$ cat config.mk
export PLATFORM = sky130hd
export DESIGN_NAME = vx_tcu_drl_max_exp_seq
export DESIGN_NICKNAME = d
export VERILOG_FILES = /design/src/rtl/vx_tcu_drl_max_exp_seq.sv
export SDC_FILE = /design/constraint.sdc
export NUM_CORES = 1
export LEC_CHECK = 0
export CORE_ASPECT_RATIO = 1.5
export CORE_UTILIZATION = 54
export CTS_BUF_LIST = sky130_fd_sc_hd__clkbuf_16
export DETAILED_ROUTE_END_ITERATION = 10
export PLACE_DENSITY = 0.75
export SYNTH_ARGS = -nofsm -noshare
export SYNTH_HDL_FRONTEND = slang
export SYNTH_SLANG_ARGS = --single-unit
$ cat constraint.sdc
create_clock -name clk -period 25.1 [get_ports clk]
set_clock_uncertainty 0.1 [all_clocks]
set_input_delay 3.765 -clock clk [delete_from_list [all_inputs] [get_ports clk]]
set_output_delay 3.765 -clock clk [all_outputs]
set_load 0.1 [all_outputs]
$ cat src/rtl/vx_tcu_drl_max_exp_seq.sv
// Multi-beat TCU max-exponent aligner: collects a masked exponent group,
// then replays it beat by beat as per-lane shifts from the group max.
module vx_tcu_drl_max_exp_seq #(
  parameter int N      = 5,
  parameter int WIDTH  = 8,
  parameter int BEATS  = 4,
  parameter int SHIFTW = 8,
  localparam int BW    = (BEATS > 1) ? $clog2(BEATS) : 1
) (
  input  logic                  clk,
  input  logic                  reset,
  input  logic                  in_valid,
  output logic                  in_ready,
  input  logic [N*WIDTH-1:0]    in_exps,
  input  logic [N-1:0]          in_mask,
  input  logic                  in_last,
  output logic                  out_valid,
  input  logic                  out_ready,
  output logic [WIDTH-1:0]      out_max_exp,
  output logic [N*SHIFTW-1:0]   out_shift,
  output logic [BW-1:0]         out_beat,
  output logic                  out_last,
  output logic                  out_all_masked
);

  typedef enum logic {COLLECT, DRAIN} state_e;

  state_e state_q, state_d;

  logic [BW-1:0] wr_cnt;
  logic [BW-1:0] rd_idx;
  logic [BW-1:0] nb_last;

  logic signed [WIDTH-1:0] max_q;
  logic max_vld;

  logic [N*WIDTH-1:0] exps_buf [BEATS];
  logic [N-1:0]       mask_buf [BEATS];

  logic accept, grp_end, xfer, drain_end;

  logic signed [WIDTH:0] bmax;
  logic bany;
  logic signed [WIDTH:0] mmax;
  logic mvld;

  logic load;
  logic [BW-1:0] ld_idx;
  logic [N*WIDTH-1:0] ld_exps;
  logic [N-1:0] ld_mask;
  logic signed [WIDTH-1:0] ld_max;
  logic ld_vld;
  logic ld_last;
  logic [N*SHIFTW-1:0] ld_shift;

  logic unused_mmax_msb;
  assign unused_mmax_msb = mmax[WIDTH];

  // saturating shift = max - exp; inactive lanes flush to all ones
  function automatic logic [SHIFTW-1:0] lane_shift(
    input logic signed [WIDTH:0] mx,
    input logic signed [WIDTH:0] ex,
    input logic act
  );
    logic [WIDTH:0] diff;
    logic [WIDTH+SHIFTW:0] d;
    diff = mx - ex;
    d = {{SHIFTW{1'b0}}, diff};
    if (!act || d > {{(WIDTH+1){1'b0}}, {SHIFTW{1'b1}}})
      return '1;
    return d[SHIFTW-1:0];
  endfunction

  assign in_ready  = (state_q == COLLECT);
  assign out_valid = (state_q == DRAIN);
  assign out_beat  = rd_idx;

  assign accept    = in_valid & in_ready;
  assign grp_end   = accept & (in_last | (wr_cnt == BW'(BEATS-1)));
  assign xfer      = out_valid & out_ready;
  assign drain_end = xfer & out_last;

  // max over active lanes of the incoming beat, merged with running max
  always_comb begin
    logic signed [WIDTH:0] e;
    bmax = '0;
    bany = 1'b0;
    e    = '0;
    for (int i = 0; i < N; i++) begin
      e = $signed(in_exps[i*WIDTH +: WIDTH]);
      if (in_mask[i] && (!bany || e > bmax)) begin
        bmax = e;
        bany = 1'b1;
      end
    end
    mmax = $signed(max_q);
    mvld = max_vld;
    if (bany && (!max_vld || bmax > mmax)) begin
      mmax = bmax;
      mvld = 1'b1;
    end
  end

  // next-state logic
  always_comb begin
    state_d = state_q;
    unique case (state_q)
      COLLECT: if (grp_end) state_d = DRAIN;
      DRAIN:   if (drain_end) state_d = COLLECT;
    endcase
  end

  // select the beat to present next and derive its shifts
  always_comb begin
    load    = 1'b0;
    ld_idx  = '0;
    ld_exps = exps_buf[0];
    ld_mask = mask_buf[0];
    ld_max  = max_q;
    ld_vld  = max_vld;
    ld_last = 1'b0;
    if (grp_end) begin
      load   = 1'b1;
      ld_max = mmax[WIDTH-1:0];
      ld_vld = mvld;
      if (wr_cnt == '0) begin
        ld_exps = in_exps;
        ld_mask = in_mask;
        ld_last = 1'b1;
      end
    end else if (xfer && !out_last) begin
      load    = 1'b1;
      ld_idx  = rd_idx + BW'(1);
      ld_exps = exps_buf[ld_idx];
      ld_mask = mask_buf[ld_idx];
      ld_last = (ld_idx == nb_last);
    end
    for (int i = 0; i < N; i++) begin
      ld_shift[i*SHIFTW +: SHIFTW] = lane_shift(
        $signed(ld_max),
        $signed(ld_exps[i*WIDTH +: WIDTH]),
        ld_mask[i] & ld_vld);
    end
  end

  // state register
  always_ff @(posedge clk) begin
    if (reset) state_q <= COLLECT;
    else       state_q <= state_d;
  end

  // counters and running max
  always_ff @(posedge clk) begin
    if (reset) begin
      wr_cnt  <= '0;
      rd_idx  <= '0;
      nb_last <= '0;
      max_q   <= '0;
      max_vld <= 1'b0;
    end else begin
      if (accept) begin
        wr_cnt  <= wr_cnt + BW'(1);
        max_q   <= mmax[WIDTH-1:0];
        max_vld <= mvld;
      end
      if (grp_end) nb_last <= wr_cnt;
      if (load) rd_idx <= ld_idx;
      if (drain_end) begin
        wr_cnt  <= '0;
        rd_idx  <= '0;
        max_q   <= '0;
        max_vld <= 1'b0;
      end
    end
  end

  // exponent and mask buffer
  always_ff @(posedge clk) begin
    if (accept) begin
      exps_buf[wr_cnt] <= in_exps;
      mask_buf[wr_cnt] <= in_mask;
    end
  end

  // registered output beat
  always_ff @(posedge clk) begin
    if (reset || drain_end) begin
      out_max_exp    <= '0;
      out_shift      <= '0;
      out_last       <= 1'b0;
      out_all_masked <= 1'b0;
    end else if (load) begin
      out_max_exp    <= ld_vld ? ld_max : '0;
      out_shift      <= ld_shift;
      out_last       <= ld_last;
      out_all_masked <= !ld_vld;
    end
  end

endmodule
==> impl_metrics.tcl, run 1 <==
# implementation run metrics
set metrics [dict create \
    run_status "finished, final reports clean" \
    cts_setup_buffers 0 \
    design.core.area_um2 23200 \
    gp_congestion 0.943 \
    timing.fmax_ghz 0.0634 \
    port_buffers 103 \
    required_ns 25.48 \
    clk_latency_ns 0.54 \
    cts_sinks 246 \
    ant_nets 0 \
    first_iter_violations 766 \
    common_cells "180 x edfxtp_1, 87 x nand2_1, 84 x ha_1" \
    cts_tree "yes" \
    hold_viol 0 \
    numSynthFlops 246 \
    ff_type "edfxtp_1" \
    top_area_share_pct 41.9 \
    worst_ir_drop_vdd_mv 0.0565 \
    slowest_delay_ns 1.01 \
    hold_depth 2 \
    post_cts_resized 0 \
    postCtsHoldBufs 0 \
    hold_path_class "flop to flop" \
    yosysTopAreaCell "edfxtp_1" \
    ys_cells 1104 \
    worstSetupPathType "input pin to flop" \
    period_used_pct 62.8 \
    stdcell_count 1535 \
    boundaryPins 104 \
    dp_hpwl_um 24400 \
    tns_ns 0 \
    crit_buf_inv 3 \
    final_core_util_pct 64.9 \
    drv_cap 0 \
    initCoreUtil_pct 55.5 \
    cts_buffers 25 \
    cts_root_buffer "clkbuf_16" \
    grt_max_degree 58 \
    design.die.area_um2 24500 \
    dp_cells 1488 \
    critPathArrivalTime_ns 16.15 \
    edf_count 180 \
    layout-drive-gt1-share_pct 14.9 \
    critPathCaptureType "flop" \
    slew-limit-headroom_pct 23.7 \
    synthTopCellsByArea "edfxtp_1 42%, dfxtp_1 10%, ha_1 8.2%" \
    yosys_warnings 0 \
    die_x_um 128 \
    warning_count 29 \
    rsz0062_at_grt "false" \
    clockBufferDepth 3 \
    cpLargestDelayFamily "AND-OR/OR-AND gates" \
    grt_pass1_vias 9637 \
    syn-cell-area_um2 12900 \
    slew_violations 0 \
    ys_area_um2 12900 \
    leakagePower_nw 5.43 \
    nets 1339 \
    synth_cell_types 75 \
    reg2reg_depth 17 \
    cpMostUsedCell "ha_1" \
    tightestPinTransition_ns 1.14 \
    ys_seq_share_pct 52.2 \
    cp_max_fo 26 \
    crit_slowest_cell "clkdlybuf4s50_1" \
    most_common_cell "edfxtp_1" \
    grt_overflow_total 0 \
    crit_cells 47 \
    dr.pass1.iters 6 \
    fp_nets 1243 \
    grt_pass1_wl_um 53300 \
    cts.clk_slew.worst_paths_ns 0.06 \
    drc 0 \
    setup.worst_path.start_class "input pin" \
    area_growth_pct 16.9 \
    htree_levels 1 \
    die_h_um 191 \
    avgSynthCellArea_um2 11.7 \
    setup_viol 0 \
    syn_inst 1104 \
    synthArstFlopShare_pct 0 \
    avgViaCountPerCell 6.41 \
    pwr_density_cell_nw_per_um2 88.6 \
    fin_crit_ns 15.77 \
    antenna_found_initial 2 \
]
[run 1: flip-flops by register name, indices dropped and copies added (netlist names)]
register        count
exps_buf          160
nb_last             2
out_beat            2
wr_cnt              2
max_vld             1
out_shift          40
max_q               8
mask_buf           20
out_all_masked      1
out_last            1
out_max_exp         8
out_valid           1
[run 1: routing by layer]
metal	track usage, %	wire length (um)
met3	4.00	2550
met5	0	9
met4	12.0	1290
met1	36.2	13600
met2	50.8	17400
[run 1: metrics by stage]
stage | hold slack, ns | setup slack (ns) | total power [W] | instance area [um^2]
6_report | 0.380 | 9.33 | 0.00133 | 15100
3_5_place_dp | 0.366 | 9.05 | 0.000972 | 14300
2_1_floorplan | 0.339 | 11.22 | 0.000841 | 12900
4_1_cts | 0.375 | 9.53 | 0.00134 | 15100
3_3_place_gp | 0.356 | 9.23 | 0.000968 | 14300
5_1_grt | 0.409 | 8.67 | 0.00140 | 15100
[run 1: cells by family (layout without fill, tap and decap cells)]
| kind of cell | count (synthesis) | after routing | synth area share (%) |
|---|---|---|---|
| simple gates | 266 | 266 | 9.72 |
| fa+ha+maj | 89 | 89 | 8.93 |
| buf+inv | 99 | 214 | 3.00 |
| other cells | 0 | 1 | 0 |
| flops | 246 | 246 | 52.2 |
| mux | 45 | 45 | 3.84 |
| compound gates | 332 | 332 | 20.5 |
| xor+xnor | 27 | 27 | 1.84 |
[run 1: cell usage in the layout, fill, tap and decap left out, types with 35 or more instances in the layout]
cell type / n
a21oi_1: 62
nand2_1: 87
inv_1: 46
nor2_1: 74
mux2_2: 35
clkdlybuf4s50_1: 103
o221a_2: 39
dfxtp_1: 64
o22ai_1: 44
edfxtp_1: 180
ha_1: 84
[run 1: power by group]
part	internal (W)	total (W)	switching (W)
clock network	0.000212	0.000366	0.000153
registers	0.000465	0.000481	0.0000155
logic	0.000175	0.000488	0.000313
total	0.000853	0.00133	0.000482
[run 1: layout make-up]
type / count / area, um^2
Clock inverter: 21 / 185
Sequential cell: 246 / 6730
Clock buffer: 25 / 626
Tap cell: 315 / 394
Inverter: 50 / 188
Fill cell: 1827 / 8160
Timing Repair Buffer: 118 / 1140
Antenna cell: 1 / 2.50
Multi-Input combinational cell: 759 / 5800
[run 1: path summary, 6_finish.rpt]
| kind | startpoint | endpoint | slack, ns |
|---|---|---|---|
| worst max-delay path | in_mask[0] | out_shift[7] | 9.33 |
| worst min-delay path | nb_last[1] | nb_last[1] | 0.38 |
| worst max register to register | out_valid | out_shift[36] | 20.39 |
| worst min register to register | nb_last[1] | nb_last[1] | 0.38 |
[run 1: worst register-to-register path, stage by stage (launching register included)]
cell and delay (ns):
dfxtp_1 0.50, nand2_1 0.13, nor2_2 0.10, buf_4 0.45, a21o_1 0.44, buf_4 0.38
o22ai_1 0.15, a21oi_1 0.37, ha_1 0.27, inv_1 0.06, fa_1 0.40, a21o_1 0.18
a21oi_1 0.21, o21bai_1 0.09, a21oi_1 0.23, nor2b_1 0.09, o21ai_2 0.27, o221a_2 0.25
Figure 1. Placement view (run 1).
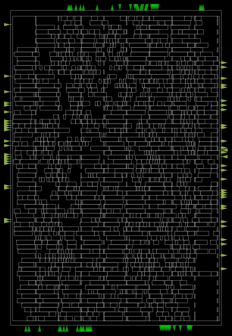
FP Rows: 68
n_taps: 315
Fill cells: 1827

Figure 2. Sequential cells grouped by signal name (run 1).
(3 px per um) Other sequential cells in the stronger gray, the rest of the logic in the fainter gray.
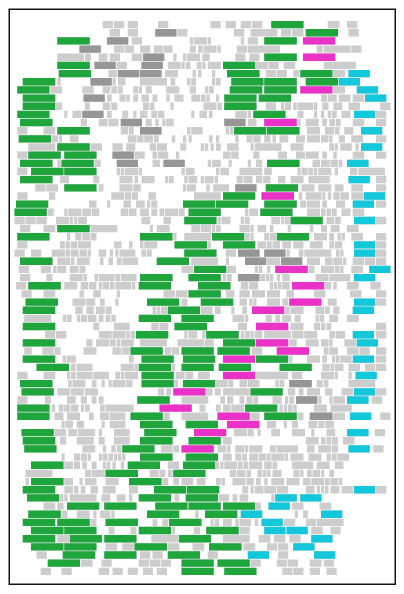
green -> `exps_buf`  # placed flops 160, where widely spread
magenta -> `mask_buf`  # placed flops 20
cyan -> `out_shift`  # placed flops 40, where a vertical strip on the right

Figure 3. Wire density map (run 1).
(2 px per um) 26 x 38 tiles, from dark blue (low) to red (high), scaled to the fullest tile. Values are wire area over tile area, all layers added.
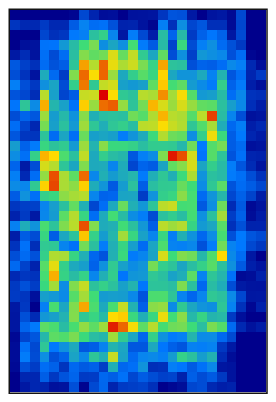
nearly empty tiles = 5.7%
fullest tile = 0.72
emptiest ninth of the die = south-east
densest ninth of the die = north
routed len/inst: 22.7 um
routed via count: 9842
Total Wirelength: 34800 um
GRT Total Usage: 29.2%

--- run 2 (diff from run 1) ---
- CORE_UTILIZATION: 54 -> 53
- PLACE_DENSITY: 0.75 -> 0.77
- clock period: 25.1 -> 13 ns (I/O delays scaled with it)
==> run 2 against run 1 <==
  * First-iteration DRC count grew 22%
  * Hold slack got worse by 0.013 ns
  * Worst setup slack lost 8.8 ns
  * Area after synthesis unchanged
  * Non-clock buffer count increased by 25
  * Die area grew 1.9%
  * Register-to-register slack worse by 12 ns
  * Sequential share of layout area decreased by 0.57 points
  * Flip-flop count unchanged
  * Wire length rose by 0.32%
  * Core utilization shrank 0.58 points
  * Combinational power is 99% higher
  * Largest power group unchanged
==> impl_metrics.tcl, run 2 <==
# implementation run metrics
set metrics [dict create \
    setup_viol 0 \
    met2_usage_pct 49.2 \
    critPathCaptureType "flop" \
    crit_buf_inv 6 \
    largestRegisters "exps_buf x160, out_shift x40, mask_buf x20" \
    rows 69 \
    pwr_density_cell_nw_per_um2 169 \
    synthArstFlopShare_pct 0 \
    drc 0 \
    timing.fmax_ghz 0.0801 \
    worst_ir_drop_vdd_mv 0.113 \
    tns_ns 0 \
    grt_overflow_total 0 \
    die_x_um 129 \
    grt_pass1_wl_um 53900 \
    tightestPinTransition_ns 1.06 \
    cts_sinks 246 \
    rsz0062_at_grt "false" \
    fin_crit_ns 12.48 \
    period_used_pct 96.0 \
    largest_reg_flops 160 \
    yosysTopAreaCell "edfxtp_1" \
    p_clk_share_pct 26.3 \
    avgSynthCellArea_um2 11.7 \
    area_growth_pct 18.4 \
    antenna_cells 0 \
    swShare_pct 36.3 \
    ff_type "edfxtp_1" \
    top_area_share_pct 41.9 \
    p_switching_w 0.000933 \
    hold_path_class "flop to flop" \
    slowest_delay_ns 0.67 \
    regMostFlops "exps_buf" \
    nets 1363 \
    final_common_cell "edfxtp_1" \
    synthTopCellsByArea "edfxtp_1 42%, dfxtp_1 10%, ha_1 8.2%" \
    design.die.area_um2 25000 \
    grt_pass1_vias 9796 \
    critPathArrivalTime_ns 12.79 \
    fp_nets 1243 \
    avgViaCountPerCell 6.28 \
    met1_usage_pct 34.9 \
    grt_max_degree 57 \
    seq_area_um2 6730 \
    dr.pass1.iters 6 \
    first_iter_violations 937 \
    pwr-share-comb_pct 37.7 \
    antenna_found_initial 1 \
    cts.clk_slew.worst_paths_ns 0.07 \
    cp_max_fo 26 \
    htree_levels 1 \
    ant_nets 0 \
    cpMostUsedCell "ha_1" \
    boundaryPins 104 \
    final_cell_mix "180 x edfxtp_1, 102 x clkdlybuf4s50_1, 87 x nand2_1" \
    setup.worst_path.start_class "input pin" \
    synth_cell_types 75 \
    gp_congestion 0.942 \
    ys_area_um2 12900 \
    cts_root_buffer "clkbuf_16" \
    yosys_warnings 0 \
    numSynthFlops 246 \
    required_ns 13.31 \
    cpLargestDelayFamily "AND-OR/OR-AND gates" \
    run_status "finished, final reports clean" \
    syn-cell-area_um2 12900 \
    warning_count 29 \
    p_int_w 0.00164 \
    layout-drive-gt1-share_pct 16.9 \
    die_h_um 193 \
    crit_slowest_cell "clkdlybuf4s50_1" \
    port_buffers 103 \
    globalRouteMet3Util_pct 3.92 \
    dp_hpwl_um 24400 \
    final_core_util_pct 64.3 \
    busiest_layer "met2" \
    hold-worst-slack_ns 0.368 \
    ys_cells 1104 \
    most_common_cell "edfxtp_1" \
    clk_latency_ns 0.51 \
    drv_cap 0 \
    logic_area_um2 5840 \
    ys_seq_share_pct 52.2 \
    syn_inst 1104 \
    common_cells "180 x edfxtp_1, 87 x nand2_1, 84 x ha_1" \
    cts_tree "yes" \
    design.core.area_um2 23700 \
    slew_violations 0 \
    leakagePower_nw 5.57 \
    num-fill-cells 1875 \
    seqPwrFrac_pct 36.0 \
    cts_buffers 24 \
    hold_viol 0 \
    clockBufferDepth 3 \
    edf_count 180 \
    worstSetupPathType "input pin to flop" \
    initCoreUtil_pct 54.3 \
    slew-limit-headroom_pct 29.5 \
]
==> run 2: cell types whose count changed in the layout (fill, tap and decap cells not counted), sizes merged <==
cell	delta
dlymetal6s2s	+1
buf	+25
clkinvlp	-2
bufinv	-1
clkdlybuf4s50	-1
diode	-1
inv	-2
clkinv	+2
==> run 2: layout make-up <==
cell class / count / share of cell area, %
Timing Repair Buffer: 143 / 8.74
Inverter: 50 / 1.23
Clock inverter: 18 / 0.943
Tap cell: 319 / 2.61
Sequential cell: 246 / 44.1
Multi-Input combinational cell: 759 / 38.3
Clock buffer: 25 / 4.10
==> run 2: through the flow <==
step / area (um^2) / total power [W] / instances / worst slack (ns)
2_1_floorplan: 12900 / 0.00162 / 1104 / 0.933
3_3_place_gp: 14400 / 0.00188 / 1513 / -0.159
3_5_place_dp: 14400 / 0.00189 / 1513 / -0.281
4_1_cts: 15200 / 0.00256 / 1556 / 0.242
5_1_grt: 15300 / 0.00269 / 1560 / 0.00328
6_report: 15300 / 0.00257 / 1560 / 0.522
==> run 2: final timing paths <==
kind / from / endpoint / slack [ns] / depth (start not counted)
worst max-delay path: in_exps[7] / out_shift[15] / 0.52 / 48
worst min-delay path: nb_last[1] / nb_last[1] / 0.37 / 2
worst max register to register: wr_cnt[0] / out_shift[25] / 7.98 / 18
worst min register to register: nb_last[1] / nb_last[1] / 0.37 / 2
==> run 2: worst min-delay path: stages, from the launching register on <==
cell	delay, ns
dfxtp_1	0.32
nand2_1	0.05
a21oi_1	0.05
==> run 2: layer usage <==
metal  part of all wire (%)  up-vias
met1                     39     4690
li1                       -     4540
met4                    5.3        2
met2                     49      440
met5                  0.031        -
met3                    6.6      126
==> run 2: power groups by stage <==
stage | Clock [W] | Combinational [W] | Sequential (W)
floorplan | 0 | 0.000557 | 0.00107
global placement | 0 | 0.000939 | 0.000941
detailed placement | 0 | 0.000951 | 0.000942
CTS | 0.000682 | 0.000956 | 0.000926
global route | 0.000713 | 0.00105 | 0.000931
finish | 0.000677 | 0.000970 | 0.000926
==> run 2: timing repair <==
| action | 4_1_cts | 5_1_grt |
|---|---|---|
| gates resized | 0 | 7 |
| hold buffers | 0 | 0 |
| endpoints found under the setup margin | 0 | 40 |
| setup buffers | 0 | 4 |
==> run 2: cells by family (layout without fill, tap and decap cells) <==
family | Yosys count | count (layout) | synth area share [%]
flops | 246 | 246 | 52.2
simple gates | 266 | 266 | 9.72
buf+inv | 99 | 236 | 3.00
compound gates | 332 | 332 | 20.5
fa+ha+maj | 89 | 89 | 8.93
mux | 45 | 45 | 3.84
xor+xnor | 27 | 27 | 1.84
Figure 4. Sequential cells grouped by signal name (run 2).
(3 px per um) Other sequential cells in the stronger gray, the rest of the logic in the fainter gray.
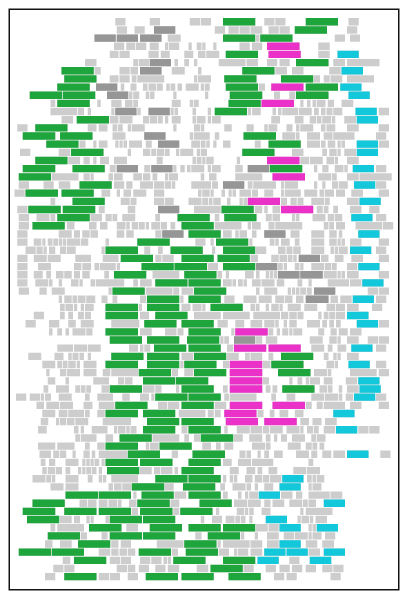
magenta -> `mask_buf`  # placed flops 20
green -> `exps_buf`  # placed flops 160
cyan -> `out_shift`  # placed flops 40, where a vertical strip on the right
not colored = 26

Figure 5. Signal wires by layer (run 2).
(2 px per um) Only two layers are drawn.
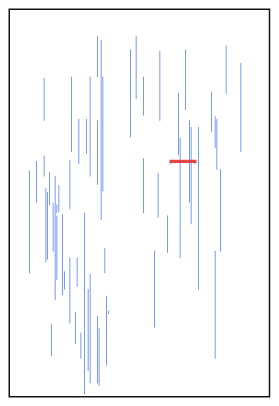
red -> met5  # wire length 12.0 um
blue -> met4  # wire length 1860 um
routed len/inst: 22.4 um
routed via count: 9798
GRT Total Usage: 28.7%
Total Wirelength: 34900 um

--- run 3 (diff from run 2) ---
- CTS_CLUSTER_DIAMETER: default -> 100
==> run 3 against run 2 <==
  * Hold slack is the same
  * Via count did not move
  * Die area is the same
  * Area after synthesis stayed put
  * Wire length unchanged
  * Count of clock-buffer cells in the layout unchanged
  * Worst setup slack stayed put
  * Cell count stayed put
  * Total power stayed put
  * Critical endpoint unchanged
  * Largest cell class unchanged
  * Highest routed layer unchanged
==> impl_metrics.tcl, run 3 <==
# implementation run metrics
set metrics [dict create \
    crit_slowest_cell "clkdlybuf4s50_1" \
    place_area_um2 14400 \
    ant_nets 0 \
    slew_violations 0 \
    hold_path_class "flop to flop" \
    rsz0062_at_grt "false" \
    period_used_pct 96.0 \
    yosysTopAreaCell "edfxtp_1" \
    htree_levels 1 \
    pwr_density_cell_nw_per_um2 169 \
    vias 9798 \
    rrSetupSlack_ns 7.98 \
    rows 69 \
    design.core.area_um2 23700 \
    ys_cells 1104 \
    common_cells "180 x edfxtp_1, 87 x nand2_1, 84 x ha_1" \
    syn-cell-area_um2 12900 \
    dp_cells 1513 \
    ys_seq_share_pct 52.2 \
    setup.worst_path.start_class "input pin" \
    most_common_cell "edfxtp_1" \
    avgViaCountPerCell 6.28 \
    grt_pass1_wl_um 53900 \
    grt_use_total_pct 28.7 \
    ff_type "edfxtp_1" \
    dr.pass1.iters 6 \
    synth_cell_types 75 \
    stdcell_count 1560 \
    gp_congestion 0.942 \
    first_iter_violations 937 \
    drc 0 \
    p_clk_share_pct 26.3 \
    regMostFlops "exps_buf" \
    run_status "finished, final reports clean" \
    fp_nets 1243 \
    postCtsHoldBufs 0 \
    fin_area_um2 15300 \
    critPathArrivalTime_ns 12.79 \
    required_ns 13.31 \
    die_h_um 193 \
    synthArstFlopShare_pct 0 \
    pwr-share-comb_pct 37.7 \
    area_growth_pct 18.4 \
    top_area_share_pct 41.9 \
    syn_inst 1104 \
    p_int_w 0.00164 \
    largestRegisters "exps_buf x160, out_shift x40, mask_buf x20" \
    die_x_um 129 \
    cts.clk_slew.worst_paths_ns 0.07 \
    avgSynthCellArea_um2 11.7 \
    final_common_cell "edfxtp_1" \
    wl_per_cell_um 22.4 \
    warning_count 29 \
    synthTopCellsByArea "edfxtp_1 42%, dfxtp_1 10%, ha_1 8.2%" \
    timing.fmax_ghz 0.0801 \
    grt_overflow_total 0 \
    setup_viol 0 \
    swShare_pct 36.3 \
    design.die.area_um2 25000 \
    p_switching_w 0.000933 \
    fin_crit_ns 12.48 \
    ys_area_um2 12900 \
    slew-limit-headroom_pct 29.5 \
    finalPower_w 0.00257 \
    largest_reg_flops 160 \
    worstSetupPathType "input pin to flop" \
    seqPwrFrac_pct 36.0 \
    nets 1363 \
    clockBufferDepth 3 \
    numSynthFlops 246 \
    layout-drive-gt1-share_pct 16.9 \
    critPathCaptureType "flop" \
    cts_buffers 24 \
    worst_ir_drop_vdd_mv 0.113 \
    clk_latency_ns 0.51 \
    hold_viol 0 \
    cts_root_buffer "clkbuf_16" \
    yosys_warnings 0 \
    leakagePower_nw 5.57 \
    slowest_delay_ns 0.67 \
    tightestPinTransition_ns 1.06 \
    drv_cap 0 \
    finalWirelength_um 34900 \
    grt_max_degree 57 \
    initCoreUtil_pct 54.3 \
]
[run 3: power by group through the flow]
stage               clock (W)  sequential [W]  combinational (W)
finish               0.000677        0.000926           0.000970
global route         0.000713        0.000931            0.00105
CTS                  0.000682        0.000926           0.000956
detailed placement          0        0.000942           0.000951
global placement            0        0.000941           0.000939
floorplan                   0         0.00107           0.000557
[run 3: final cells by class]
| type | count | area (um^2) |
|---|---|---|
| Multi-Input combinational cell | 759 | 5840 |
| Clock buffer | 25 | 626 |
| Tap cell | 319 | 399 |
| Inverter | 50 | 188 |
| Sequential cell | 246 | 6730 |
| Fill cell | 1875 | 8480 |
| Clock inverter | 18 | 144 |
| Timing Repair Buffer | 143 | 1330 |
[run 3: worst paths after layout]
| path | from | endpoint | cells after the start |
|---|---|---|---|
| hold / removal | nb_last[1] | nb_last[1] | 2 |
| setup / recovery | in_exps[7] | out_shift[15] | 48 |
| setup reg to reg | wr_cnt[0] | out_shift[25] | 18 |
| hold reg to reg | nb_last[1] | nb_last[1] | 2 |
[run 3: repair_timing]
| item | 4_1_cts | 5_1_grt |
|---|---|---|
| buffers inserted | 0 | 4 |
| endpoints found under the hold margin | 0 | 0 |
| resized | 0 | 7 |
| endpoints found under the setup margin | 0 | 40 |
[run 3: cells by family after synthesis]
| kind of cell | after synthesis | share of synthesized area, % |
|---|---|---|
| AOI/OAI and AO/OA | 332 | 20.5 |
| and+or+nand+nor | 266 | 9.72 |
| adders and majority gates | 89 | 8.93 |
| buffers and inverters | 99 | 3.00 |
| xor gates and xnor gates | 27 | 1.84 |
| muxes | 45 | 3.84 |
| DFF | 246 | 52.2 |
[run 3: worst max-delay path: cells and delay by family]
kind / cells / cell delay, ns
AND/OR/NAND/NOR: 14 / 2.06
buffers and inverters: 6 / 1.54
adder cells (fa/ha/maj): 6 / 1.96
AND-OR/OR-AND: 21 / 5.05
XOR/XNOR: 1 / 0.16
[run 3: per-stage QoR]
stage	TNS, ns	setup WS (ns)	hold slack [ns]	util (%)
after CTS	0	0.242	0.367	64.0
after detailed placement	-6.57	-0.281	0.358	60.7
after floorplan	0	0.933	0.339	-
final	0	0.522	0.368	64.3
after global routing	0	0.00328	0.389	64.3
after global placement	-0.967	-0.159	0.356	60.7
[run 3: per-layer routing]
layer	track usage, %	wire (um)
met4	15.8	1860
met3	3.92	2310
met2	49.2	17000
met5	0	11
met1	34.9	13700
Figure 6. Sequential cells grouped by signal name (run 3).
(3 px per um) Other sequential cells in the stronger gray, the rest of the logic in the fainter gray.
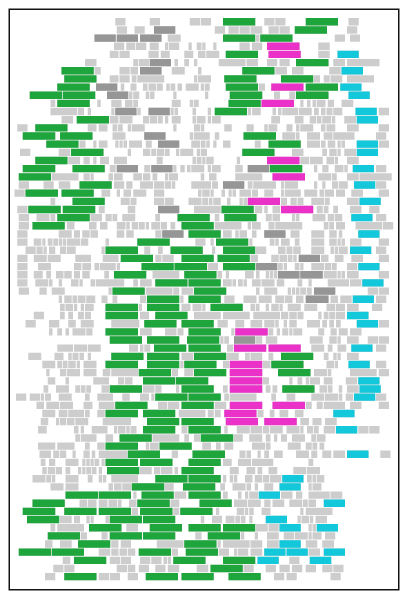
cyan -> `out_shift`  # placed flops 40, where a vertical strip on the right
green -> `exps_buf`  # placed flops 160
magenta -> `mask_buf`  # placed flops 20
Final Util: 64.3%
Sequential cell area: 6730 um^2
sequential portion of the cell area: 44.1%
P_seq: 0.000926 W

Figure 7. Nets reached from selected ports (run 3).
(2 px per um)
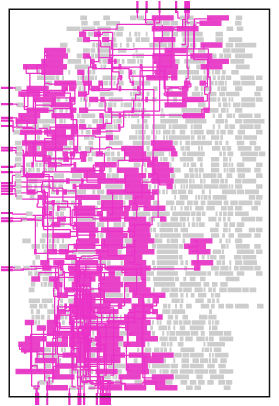
magenta -> `in_exps`  # direction input, end cells 307, wire 5610 um
port bufs: 103
num ports: 104

Power figures rest on the tool's default switching activity, not on a simulated workload.
